## src/rtl/dcache_stall_ctrl.sv

```systemverilog
// Data-cache miss stall sequencer.
// Freezes the whole pipeline while a MEM-stage access misses, merging the miss stall with the
// hazard unit's bubble and flush requests.
// Flushes raised during a miss are held back and released on the first unstalled cycle.
// The block also keeps miss statistics and raises a sticky watchdog error for stuck refills.
module dcache_stall_ctrl #(
  parameter int unsigned CNT_W          = 32,
  parameter int unsigned TIMEOUT_CYCLES = 1024
) (
  input  logic             i_clk,
  input  logic             i_rst_n,         // asynchronous, active-low
  input  logic             i_miss,
  input  logic             i_mem_req,
  input  logic [4:0]       i_bubble_hz,     // {F,D,E,M,W}
  input  logic [4:0]       i_flush_hz,      // {F,D,E,M,W}
  input  logic             i_clr_stats,
  output logic [4:0]       o_bubble_out,
  output logic [4:0]       o_flush_out,
  output logic             o_stall,
  output logic [CNT_W-1:0] o_miss_events,
  output logic [CNT_W-1:0] o_stall_cycles,
  output logic             o_timeout_err
);

  localparam int unsigned LEN_W = $clog2(TIMEOUT_CYCLES + 1);
  localparam logic [LEN_W-1:0] LEN_MAX = LEN_W'(TIMEOUT_CYCLES);

  typedef enum logic [0:0] {
    IDLE,
    STALL
  } state_t;

  state_t           r_state;
  logic [LEN_W-1:0] r_cur_len;
  logic [4:0]       r_pend_flush;
  logic [CNT_W-1:0] r_miss_events;
  logic [CNT_W-1:0] r_stall_cycles;
  logic             r_timeout_err;

  logic w_stall;
  logic w_new_miss;
  logic w_timeout_hit;

  // A miss on a stale flag (no MEM access) must not freeze anything.
  assign w_stall       = i_mem_req & i_miss;
  assign w_new_miss    = w_stall && (r_state == IDLE);
  // The current stall length reaches the limit on this edge.
  assign w_timeout_hit = w_stall && (r_state == STALL) && (r_cur_len == LEN_MAX - LEN_W'(1));

  // Bubbles dominate during a stall: no frozen stage is cleared underneath its request.
  assign o_stall        = w_stall;
  assign o_bubble_out   = i_bubble_hz | {5{w_stall}};
  assign o_flush_out    = w_stall ? 5'b00000 : (i_flush_hz | r_pend_flush);
  assign o_miss_events  = r_miss_events;
  assign o_stall_cycles = r_stall_cycles;
  assign o_timeout_err  = r_timeout_err;

  // Stall FSM, stall-length tracking, and the deferred-flush accumulator.
  always_ff @(posedge i_clk or negedge i_rst_n) begin
    if (!i_rst_n) begin
      r_state      <= IDLE;
      r_cur_len    <= '0;
      r_pend_flush <= '0;
    end else begin
      case (r_state)
        IDLE: begin
          if (w_stall) begin
            r_state   <= STALL;
            r_cur_len <= LEN_W'(1);
          end else begin
            r_cur_len <= '0;
          end
        end
        STALL: begin
          if (w_stall) begin
            if (r_cur_len != LEN_MAX) r_cur_len <= r_cur_len + LEN_W'(1);
          end else begin
            r_state   <= IDLE;
            r_cur_len <= '0;
          end
        end
        default: begin
          r_state   <= IDLE;
          r_cur_len <= '0;
        end
      endcase
      // Anything pending was already driven on o_flush_out in an unstalled cycle.
      r_pend_flush <= w_stall ? (r_pend_flush | i_flush_hz) : 5'b00000;
    end
  end

  // Saturating statistics and the sticky watchdog; a clear wins over same-cycle updates.
  always_ff @(posedge i_clk or negedge i_rst_n) begin
    if (!i_rst_n) begin
      r_miss_events  <= '0;
      r_stall_cycles <= '0;
      r_timeout_err  <= 1'b0;
    end else if (i_clr_stats) begin
      r_miss_events  <= '0;
      r_stall_cycles <= '0;
      r_timeout_err  <= 1'b0;
    end else begin
      if (w_new_miss && !(&r_miss_events)) r_miss_events <= r_miss_events + CNT_W'(1);
      if (w_stall && !(&r_stall_cycles)) r_stall_cycles <= r_stall_cycles + CNT_W'(1);
      if (w_timeout_hit) r_timeout_err <= 1'b1;
    end
  end

endmodule

```

## config.mk

```make
export PLATFORM = sky130hd
export DESIGN_NAME = dcache_stall_ctrl
export DESIGN_NICKNAME = d
export VERILOG_FILES = /design/src/rtl/dcache_stall_ctrl.sv
export SDC_FILE = /design/constraint.sdc
export NUM_CORES = 1
export LEC_CHECK = 0
export ABC_AREA = 0
export CAP_MARGIN = 25
export CORE_MARGIN = 4
export CORE_UTILIZATION = 56
export CTS_CLUSTER_DIAMETER = 50
export CTS_CLUSTER_SIZE = 10
export DETAILED_ROUTE_END_ITERATION = 10
export GPL_TIMING_DRIVEN = 0
export PLACE_DENSITY = 0.86
export SKIP_LAST_GASP = 1
export SYNTH_ARGS = -nofsm -noshare
export SYNTH_HDL_FRONTEND = slang
export SYNTH_SLANG_ARGS = --single-unit
```

## constraint.sdc

```tcl
create_clock -name i_clk -period 3.9 [get_ports i_clk]
set_input_delay 0.78 -clock i_clk [delete_from_list [all_inputs] [get_ports i_clk]]
set_output_delay 0.78 -clock i_clk [all_outputs]
set_load 0.02 [all_outputs]
```

m1.png
Bar = 20 µm. Supply wires on this layer in grey.
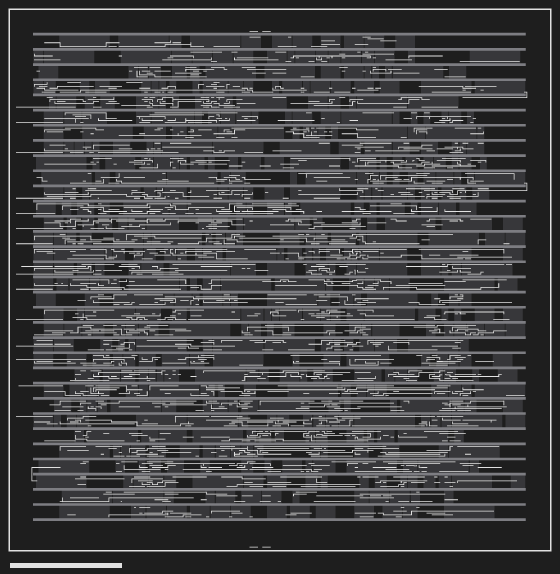
main direction: horizontal
nets with wire on the layer: 543
longest straight run: 30.4 µm
WL final: 11,690 µm
met1 GRT Util: 34.69%
detailed-route via count: 4,207

closeup.png
Bar = 10 µm. Region (28, 9) to (68, 49) µm. Cells in grey, sequential cells in the stronger grey; small squares are vias.
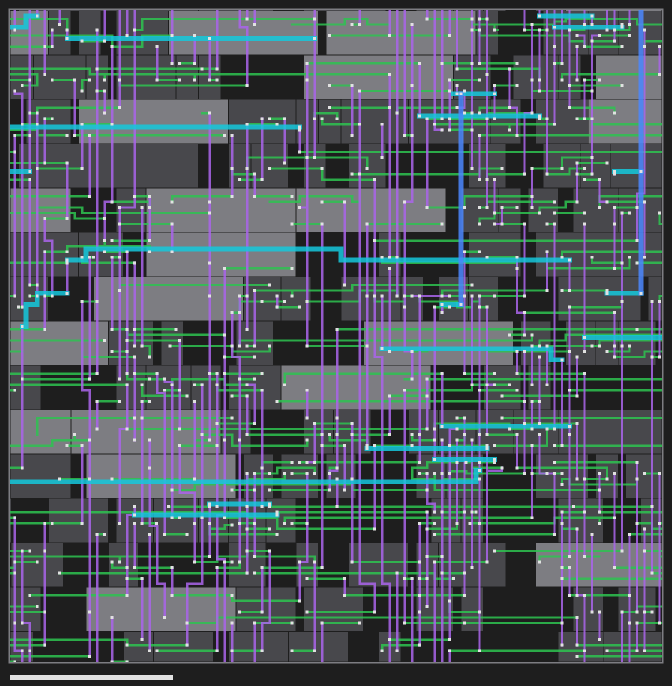
legend:
  M3:
    colour: cyan
  M2:
    colour: purple
  M4:
    colour: blue
  M1:
    colour: green
cells with their middle in the window: 130
netlist names of flops here include: o_miss_events (12), o_stall_cycles (3)
most frequent: dfrtp_1 (15), nand3_1 (9), clkdlybuf4s50_1 (9)
sequential cells in the window: 15

==> deck_impl_summary.md <==
Flow Results at a Glance

Outcome
  • Status: finished clean

Logic synthesis
  • Cell taking the most area after synthesis: dfrtp_1
  • Post-synth top cells: 82 x dfrtp_1, 54 x nor2_1, 43 x a21oi_1
  • Adder share: between 1 and 1.5%
  • Post-synth seq share: a little under half
  • Cells in synth_stat.txt: between 400 and 500
  • Yosys Warn Count: 0
  • Comb area leader: simple AND/OR/NAND/NOR gates
  • Count of library flops with an enable pin: 0
  • Post-synthesis average cell area: a little over 9 µm²

Worst setup path
  • Reg2reg setup slack: 1.50 ns
  • Max incr delay on CP: between 0.5 and 0.6 ns
  • Worst EP arrival: around 2.5 ns
  • FF-to-FF End: o_miss_events[15]
  • Crit path cell chain: clkdlybuf4s50_1 > nand2_1 > clkbuf_1 > nand2b_1 > clkdlybuf4s50_1

Pwr
  • Logic gate share of total power: 6.4%
  • PD cells: just under 300 nW/µm²
  • Comb pwr: around 110 µW
  • Clock Power Share: approximately 43%
  • Sw Share: about 22%

Finish
  • Non-clock inverter count: 13
  • Multi-input gate share of total cell area: 39.48%
  • Seq Cell Count: between 80 and 90
  • ClkCell Share: 4.064%
  • Fin nets: ~600
  • Number of fill cells: roughly 560
  • Largest cell class: logic gates
  • Post-route cell area: 5695 µm²

Global routing
  • Grt peak-use layer: met2
  • Largest net degree at the start of global routing: between 40 and 50
  • Vias in the first global route: ~4,200

Routing
  • DRC viols: 0
  • Drt first pass iters: 5
  • Initial drt markers: 152
  • Routed len/inst: 17.12 µm
  • Highest metal used: met4

Clocking
  • CTS resizes: 0
  • Clock transition at path regs: ~0.08 ns
  • CTS Buffer Depth: 2

STA
  • Period utilization: a little under nine tenths
  • Final worst setup slack: a little under 0.6 ns
  • Measured slew at the worst slew-check pin: a little under 0.9 ns
  • Final Hold Viols: 0
  • Clk_skew: just over 0.007 ns

Worst hold path
  • Worst hold path class: in -> async

Run
  • Tool warnings: 27

Die
  • # IOs: ~91
No activity file was given, so power comes from the tool's default toggle rates.
